### src/rtl/uart_rx_deserializer.sv
// ----------------------------------------------------------------------------
// uart_rx_deserializer
//
// Oversampling UART receiver. The serial line is synchronized, a falling edge
// starts a frame, and each bit is decided by a 2-of-3 majority of samples taken
// around the bit centre. Good bytes appear on RX_OUT_P with a one-cycle
// RX_OUT_V strobe. Parity and framing problems are reported as one-cycle
// pulses, and errored frames never touch RX_OUT_P.
//
// Ports
//   RST            in   async reset, active-low
//   RX_CLK         in   oversampling clock, Prescale cycles per bit
//   RX_IN_S        in   serial line, idle high
//   Prescale       in   cycles per bit (values below 4 behave as 4)
//   parity_enable  in   1 = parity bit follows the data bits
//   parity_type    in   0 = even, 1 = odd
//   RX_OUT_P       out  last good byte, LSB first on the line
//   RX_OUT_V       out  one-cycle strobe, RX_OUT_P updated
//   parity_error   out  one-cycle pulse, parity mismatch
//   framing_error  out  one-cycle pulse, stop bit sampled low
//   current_state  out  FSM state for debug
//
// state  | meaning
// -------+-------------------------------------------------------------
// IDLE   | line idle, waiting for a low synchronized sample
// START  | timing the start bit, false starts return to IDLE
// DATA   | collecting DATA_WIDTH bits, LSB first
// PARITY | checking the parity bit against the collected data
// STOP   | checking the stop bit, then reporting the byte or an error
// ----------------------------------------------------------------------------
module uart_rx_deserializer #(
    parameter int DATA_WIDTH = 8
) (
    input  logic                  RST,
    input  logic                  RX_CLK,
    input  logic                  RX_IN_S,
    input  logic [5:0]            Prescale,
    input  logic                  parity_enable,
    input  logic                  parity_type,
    output logic [DATA_WIDTH-1:0] RX_OUT_P,
    output logic                  RX_OUT_V,
    output logic                  parity_error,
    output logic                  framing_error,
    output logic [2:0]            current_state
);

    localparam int BW = (DATA_WIDTH > 1) ? $clog2(DATA_WIDTH) : 1;
    localparam logic [BW-1:0] BIT_LAST = BW'(DATA_WIDTH - 1);

    typedef enum logic [2:0] {
        IDLE   = 3'd0,
        START  = 3'd1,
        DATA   = 3'd2,
        PARITY = 3'd3,
        STOP   = 3'd4
    } state_t;

    state_t state, state_n;

    logic rx_meta, rxs;

    logic [5:0]            edge_cnt, edge_cnt_n;
    logic [BW-1:0]         bit_cnt, bit_cnt_n;
    logic [DATA_WIDTH-1:0] shift_reg, shift_reg_n;
    logic                  perr, perr_n;

    logic [5:0] p_cfg, p_cfg_n;
    logic       pen_cfg, pen_cfg_n;
    logic       ptype_cfg, ptype_cfg_n;

    logic samp_a, samp_b, samp_c;
    logic samp_a_n, samp_b_n, samp_c_n;

    logic [DATA_WIDTH-1:0] out_p_n;
    logic                  out_v_n;
    logic                  perr_pulse_n;
    logic                  ferr_pulse_n;

    logic [5:0] p_clamped;
    logic [5:0] samp_mid;
    logic [5:0] samp_lo;
    logic [5:0] samp_hi;
    logic [5:0] bit_last_edge;
    logic       bit_end;
    logic       third_sample;
    logic       majority;

    // ------------------------------------------------------------------------
    // Line synchronizer, resets to the idle level so reset never looks like a
    // start bit.
    // ------------------------------------------------------------------------
    always_ff @(posedge RX_CLK or negedge RST) begin
        if (!RST) begin
            rx_meta <= 1'b1;
            rxs     <= 1'b1;
        end else begin
            rx_meta <= RX_IN_S;
            rxs     <= rx_meta;
        end
    end

    assign p_clamped     = (Prescale < 6'd4) ? 6'd4 : Prescale;
    assign samp_mid      = p_cfg >> 1;
    assign samp_lo       = samp_mid - 6'd1;
    assign samp_hi       = samp_mid + 6'd1;
    assign bit_last_edge = p_cfg - 6'd1;
    assign bit_end       = (edge_cnt == bit_last_edge);

    // With P=4 the last sample point coincides with the bit end, so the third
    // vote has to come straight from the line rather than from its register.
    assign third_sample = (edge_cnt == samp_hi) ? rxs : samp_c;
    assign majority     = (samp_a & samp_b) | (samp_a & third_sample)
                        | (samp_b & third_sample);

    // ------------------------------------------------------------------------
    // State and datapath registers
    // ------------------------------------------------------------------------
    always_ff @(posedge RX_CLK or negedge RST) begin
        if (!RST) begin
            state         <= IDLE;
            edge_cnt      <= '0;
            bit_cnt       <= '0;
            shift_reg     <= '0;
            perr          <= 1'b0;
            p_cfg         <= 6'd4;
            pen_cfg       <= 1'b0;
            ptype_cfg     <= 1'b0;
            samp_a        <= 1'b1;
            samp_b        <= 1'b1;
            samp_c        <= 1'b1;
            RX_OUT_P      <= '0;
            RX_OUT_V      <= 1'b0;
            parity_error  <= 1'b0;
            framing_error <= 1'b0;
        end else begin
            state         <= state_n;
            edge_cnt      <= edge_cnt_n;
            bit_cnt       <= bit_cnt_n;
            shift_reg     <= shift_reg_n;
            perr          <= perr_n;
            p_cfg         <= p_cfg_n;
            pen_cfg       <= pen_cfg_n;
            ptype_cfg     <= ptype_cfg_n;
            samp_a        <= samp_a_n;
            samp_b        <= samp_b_n;
            samp_c        <= samp_c_n;
            RX_OUT_P      <= out_p_n;
            RX_OUT_V      <= out_v_n;
            parity_error  <= perr_pulse_n;
            framing_error <= ferr_pulse_n;
        end
    end

    assign current_state = state;

    // ------------------------------------------------------------------------
    // Mid-bit sample capture
    // ------------------------------------------------------------------------
    always_comb begin
        samp_a_n = samp_a;
        samp_b_n = samp_b;
        samp_c_n = samp_c;
        if (state != IDLE) begin
            if (edge_cnt == samp_lo)  samp_a_n = rxs;
            if (edge_cnt == samp_mid) samp_b_n = rxs;
            if (edge_cnt == samp_hi)  samp_c_n = rxs;
        end
    end

    // ------------------------------------------------------------------------
    // Next-state and output logic
    // ------------------------------------------------------------------------
    always_comb begin
        state_n      = state;
        edge_cnt_n   = edge_cnt;
        bit_cnt_n    = bit_cnt;
        shift_reg_n  = shift_reg;
        perr_n       = perr;
        p_cfg_n      = p_cfg;
        pen_cfg_n    = pen_cfg;
        ptype_cfg_n  = ptype_cfg;
        out_p_n      = RX_OUT_P;
        out_v_n      = 1'b0;
        perr_pulse_n = 1'b0;
        ferr_pulse_n = 1'b0;

        if (state != IDLE) begin
            edge_cnt_n = bit_end ? 6'd0 : (edge_cnt + 6'd1);
        end

        case (state)
            IDLE: begin
                edge_cnt_n = '0;
                bit_cnt_n  = '0;
                if (!rxs) begin
                    // The detect cycle itself is edge 0 of the start bit.
                    state_n     = START;
                    edge_cnt_n  = 6'd1;
                    p_cfg_n     = p_clamped;
                    pen_cfg_n   = parity_enable;
                    ptype_cfg_n = parity_type;
                end
            end

            START: begin
                if (bit_end) begin
                    if (majority) begin
                        state_n = IDLE;
                    end else begin
                        state_n   = DATA;
                        bit_cnt_n = '0;
                    end
                end
            end

            DATA: begin
                if (bit_end) begin
                    shift_reg_n[bit_cnt] = majority;
                    if (bit_cnt == BIT_LAST) begin
                        bit_cnt_n = '0;
                        state_n   = pen_cfg ? PARITY : STOP;
                    end else begin
                        bit_cnt_n = bit_cnt + 1'b1;
                    end
                end
            end

            PARITY: begin
                if (bit_end) begin
                    if (majority != ((^shift_reg) ^ ptype_cfg)) begin
                        perr_n       = 1'b1;
                        perr_pulse_n = 1'b1;
                    end
                    state_n = STOP;
                end
            end

            STOP: begin
                if (bit_end) begin
                    if (!majority) begin
                        ferr_pulse_n = 1'b1;
                    end else if (!perr) begin
                        out_p_n = shift_reg;
                        out_v_n = 1'b1;
                    end
                    perr_n  = 1'b0;
                    state_n = IDLE;
                end
            end

            default: begin
                state_n    = IDLE;
                edge_cnt_n = '0;
                bit_cnt_n  = '0;
                perr_n     = 1'b0;
            end
        endcase
    end

endmodule

### config.mk
export PLATFORM = sky130hd
export DESIGN_NAME = uart_rx_deserializer
export DESIGN_NICKNAME = d
export VERILOG_FILES = /design/src/rtl/uart_rx_deserializer.sv
export SDC_FILE = /design/constraint.sdc
export NUM_CORES = 1
export LEC_CHECK = 0
export ABC_AREA = 0
export CORE_UTILIZATION = 35
export CTS_CLUSTER_SIZE = 14
export DETAILED_ROUTE_END_ITERATION = 12
export PLACE_DENSITY_LB_ADDON = 0.15
export SLEW_MARGIN = 20
export SYNTH_ARGS = -nofsm -noshare
export SYNTH_HDL_FRONTEND = slang
export SYNTH_SLANG_ARGS = --single-unit
### constraint.sdc
create_clock -name RX_CLK -period 3.5 [get_ports RX_CLK]
set_input_delay 0.525 -clock RX_CLK [delete_from_list [all_inputs] [get_ports RX_CLK]]
set_output_delay 0.525 -clock RX_CLK [all_outputs]
set_load 0.02 [all_outputs]
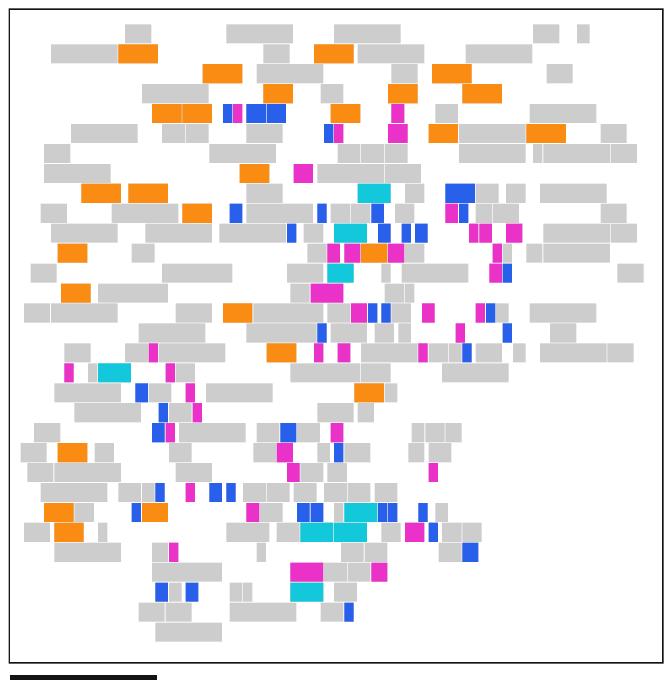
*Gate families picked out, run 1*
Scale bar: 20 um.
Magenta marks NOR gates, cells 38. Orange marks multiplexers, cells 26. Blue marks NAND gates, cells 39. Cyan marks adder and majority cells, cells 8.
logic share of the area: 45.6%
most frequent logic cell in the layout: dfrtp_1
fin cells: 375

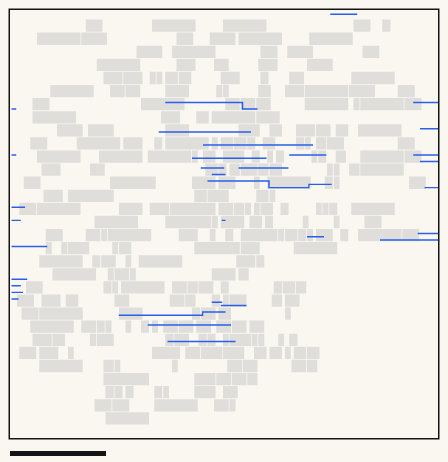
*Met3 routing, run 1*
Scale bar: 20 um. Cells faint in the background.
29 nets have wire on it. The layer carries 253 um of wire.
met3 usage: 3.14%
Routed WL: 5230 um
routed via count: 1,860

==> results.json, run 1 <==
{
  "status": "finished, final reports clean",
  "p_clk_share_pct": 17.8,
  "use_met2_pct": 20.5,
  "synthMuxAreaShare_pct": 12.1,
  "cts_root_buf": "clkbuf_8",
  "whs_ps": 288,
  "area_growth_pct": 16.0,
  "clkCellAreaFrac_pct": 3.42,
  "critical_path.cell_chain": "inv_1 > ha_1 > xnor2_1 > o211ai_1 > or4b_4 > or3b_4 > a31oi_4 > nand2_4 > mux2_4",
  "critical_path.startpoint": "p_cfg[2]",
  "regArea_mm2": 0.00113,
  "fin_crit_sh_pct": 92.9,
  "max-slew-margin-rel_pct": 47.6,
  "antenna_left": 0,
  "synth-async-reset-ratio_pct": 100,
  "numClockSinks": 45,
  "crit_family": "simple AND/OR/NAND/NOR gates",
  "met3WireLength_um": 253,
  "fin_nets": 293,
  "cp_slowest_cell": "dfstp_2",
  "ys_sh_adder_pct": 3.69,
  "top_layer": "met4",
  "top_cells_by_count": "dfrtp_1, nand2_1, xnor2_1",
  "antenna_found_initial": 0,
  "n_tap_cell": 99,
  "fillers": 751,
  "peakVddDrop_mv": 0.307,
  "ys_sh_simple_pct": 17.9,
  "dpl.hpwl_um": 3730,
  "grt.overflow.total": 0,
  "vias_per_cell": 4.96,
  "r2r_setup_slack_ps": 250,
  "power_frac_comb_pct": 41.3,
  "max_stage_delay_ps": 640,
  "hold_viol": 0,
  "critPathCaptureType": "flip-flop",
  "worstPathArrival_ps": 3450,
  "required_ps": 3700,
  "core_area_mm2": 0.00729,
  "grt_max_degree": 36,
  "r2r-start": "p_cfg[2]",
  "setup-tns-final_ps": 0,
  "sh_seq_area_pct": 36.9,
  "synth_warnings": 0,
  "die_w_um": 88.9,
  "htree_levels": 2,
  "criticalPathCategory": "reg -> reg",
  "switching_share_pct": 40.4,
  "power_switching_mw": 0.854,
  "drcViolationCount": 0,
  "logic_family": "simple AND/OR/NAND/NOR gates",
  "most_common_cell": "dfrtp_1",
  "floorplan.nets": 274,
  "flops": 45,
  "cts.repair.resized": 0,
  "postCtsHoldBufs": 0,
  "rsz0062_at_grt": "false",
  "cp.depth": 9,
  "hp-class": "in -> async",
  "inverters": 9
}
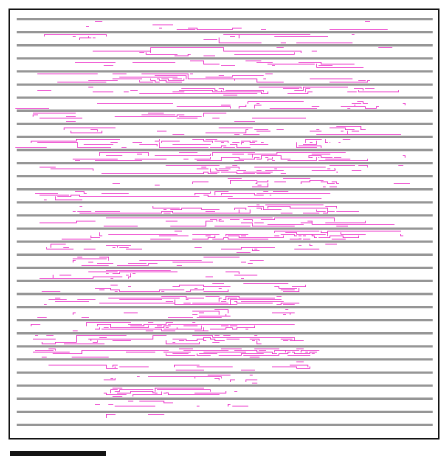
*The metal 1 layer, run 1*
Scale bar: 20 um. Supply wires on this layer in grey.
The longest straight run is 34.5 um. 254 nets have wire on it. The wires run mostly horizontal. The layer holds 53% of the routed length. The layer carries 2,770 um of wire.

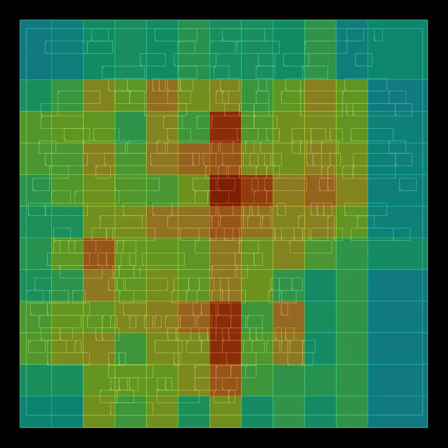
*Routing congestion, run 1*
total track usage: 14.9%
most crowded layer after global routing: met1
Layout Utilization: 42.1%
grt met1 use: 22.9%
Wirelength per Cell: 13.9 um

[run 1: through the flow]
stage / worst slack, ps / instance area [um^2]
finish: 249 / 3070
global route: 85.8 / 3070
CTS: 224 / 3070
detailed placement: 247 / 2960
global placement: 304 / 2960
floorplan: 429 / 2650
[run 1: power groups by stage]
stage	Sequential (mW)	Combinational, mW	Clock [mW]
floorplan	0.720	0.847	0
global placement	0.871	0.890	0
CTS	0.865	0.887	0.388
global route	0.897	0.987	0.407
finish	0.866	0.873	0.375
detailed placement	0.876	0.881	0
[run 1: worst reg2reg max path, cell delays in order, from the launching register on]
cell      delay (ps)
dfstp_2          640
inv_1             90
ha_1             290
xnor2_1          190
o211ai_1         120
or4b_4           550
or3b_4           390
a31oi_4          340
nand2_4          200
mux2_4           340
==> run 1 -> run 2 <==
- SETUP_SLACK_MARGIN: unset -> 0.15
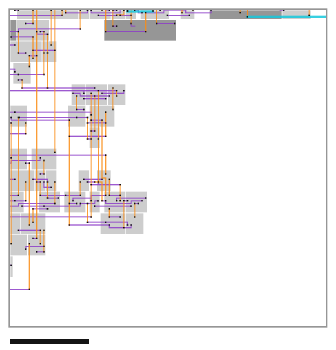
*Layout detail, run 2*
Scale bar: 10 um. Window x 47 to 87, y 2 to 42 um. Cells in grey, sequential cells in the stronger grey; small squares are vias.
Orange marks met2. Purple marks met1. Cyan marks met3.
Most frequent: xnor2_1 (5), nand2_1 (4). Sequential cells in the window: 1. 29 logic cells have their middle in the window. Netlist names of flops here include current_state (1).

==> run 2 against run 1 <==
Net effect:
- register-to-register slack gained 60 ps
- clock skew shrank 1.2 ps
- first-iteration DRC count decreased by 9.5%
- final area rose by 0.73%
- sequential cell count stayed put
- clock power barely moved
- critical path type unchanged
- highest routed layer unchanged
==> results.json, run 2 <==
{
  "fin_crit_sh_pct": 91.1,
  "cts_tree": "done",
  "ys_cells": 256,
  "critPathCaptureType": "flip-flop",
  "status": "finished, final reports clean",
  "inverters": 9,
  "num_vias": 1869,
  "whs_ps": 291,
  "die_w_um": 88.9,
  "yosys-stat-area_mm2": 0.00265,
  "floorplan.nets": 274,
  "synth-async-reset-ratio_pct": 100,
  "hold_viol": 0,
  "finalWirelength_um": 5280,
  "synthMuxAreaShare_pct": 12.1,
  "clk_pin_slew_ps": 90,
  "numClockSinks": 45,
  "clkCellAreaFrac_pct": 3.40,
  "hp-class": "in -> async",
  "cts.repair.resized": 0,
  "fmax_mhz": 314,
  "min_period_ps": 3190,
  "diodes": 0,
  "drcViolationCount": 0,
  "regArea_mm2": 0.00113,
  "clk_path_buf_depth": 2,
  "core_area_mm2": 0.00729,
  "criticalPathCategory": "reg -> reg",
  "top_cells_by_count": "dfrtp_1, nand2_1, xnor2_1",
  "logic_family": "simple AND/OR/NAND/NOR gates",
  "final_cell_area_mm2": 0.00309,
  "htree_levels": 2,
  "use_met2_pct": 20.5,
  "fillers": 747,
  "grt_util_met1_pct": 22.9,
  "cts_root_buf": "clkbuf_8",
  "antenna_found_initial": 0,
  "required_ps": 3700,
  "io_pins": 25,
  "top_area_cell": "dfrtp_1",
  "postCtsHoldBufs": 0,
  "grt.overflow.total": 0,
  "dpl.hpwl_um": 3730,
  "final_common_cell": "dfrtp_1",
  "antenna_left": 0,
  "r2r_cells": 9,
  "vias_per_cell": 4.94,
  "grt_usage_pct": 14.9,
  "ys_sh_adder_pct": 3.69,
  "setup-tns-final_ps": 0,
  "critical_path.startpoint": "p_cfg[1]",
  "place_area_mm2": 0.00296,
  "drt_iter0_markers": 114,
  "rsz0062_at_grt": "false",
  "top_layer": "met4",
  "peakVddDrop_mv": 0.304,
  "ys_sh_simple_pct": 17.9,
  "combGateArea_mm2": 0.00140,
  "max-slew-margin-rel_pct": 47.3,
  "met3_usage_pct": 3.14,
  "pre_cts_ws_ps": 247,
  "area.share.combinational_pct": 45.3,
  "wire_per_inst_um": 14.0,
  "n_tap_cell": 99,
  "clock_latency_ps": 310,
  "fin_nets": 296,
  "finalWorstSetupSlack_ps": 311,
  "r2r-start": "p_cfg[1]",
  "area_growth_pct": 16.9,
  "clkbuf_count": 7,
  "r2r_setup_slack_ps": 310,
  "synth_warnings": 0,
  "worstPathArrival_ps": 3390,
  "grt_most_used_layer": "met1",
  "sh_seq_area_pct": 36.7,
  "met3WireLength_um": 176,
  "first_pass_iters": 4,
  "flops": 45,
  "bufAreaShareNonClock_pct": 9.55,
  "synth-edff-count": 0,
  "grt_max_degree": 36,
  "most_common_cell": "dfrtp_1"
}
## run 2: worst max-delay path, stage by stage, from the launching register on
cell	delay [ps]
dfrtp_1	500
inv_1	160
ha_1	330
xnor2_1	190
o211ai_1	120
or4b_4	550
or3b_4	390
a31oi_4	310
nand2_4	190
mux2_4	330
## run 2: power by group
part           leakage, nW  switching [mW]  internal, mW
logic                0.679           0.447         0.463
clock network       0.0549           0.192         0.183
registers            0.581           0.221         0.639
total                 1.31           0.860          1.28
## run 2: through the flow
step | utilization, % | total power, mW | std cells
after floorplan | - | 1.57 | 256
after global placement | 40.6 | 1.76 | 367
after detailed placement | 40.6 | 1.76 | 367
after CTS | 42.1 | 2.14 | 375
after global routing | 42.4 | 2.32 | 378
final | 42.4 | 2.15 | 378
Power figures rest on the tool's default switching activity, not on a simulated workload.
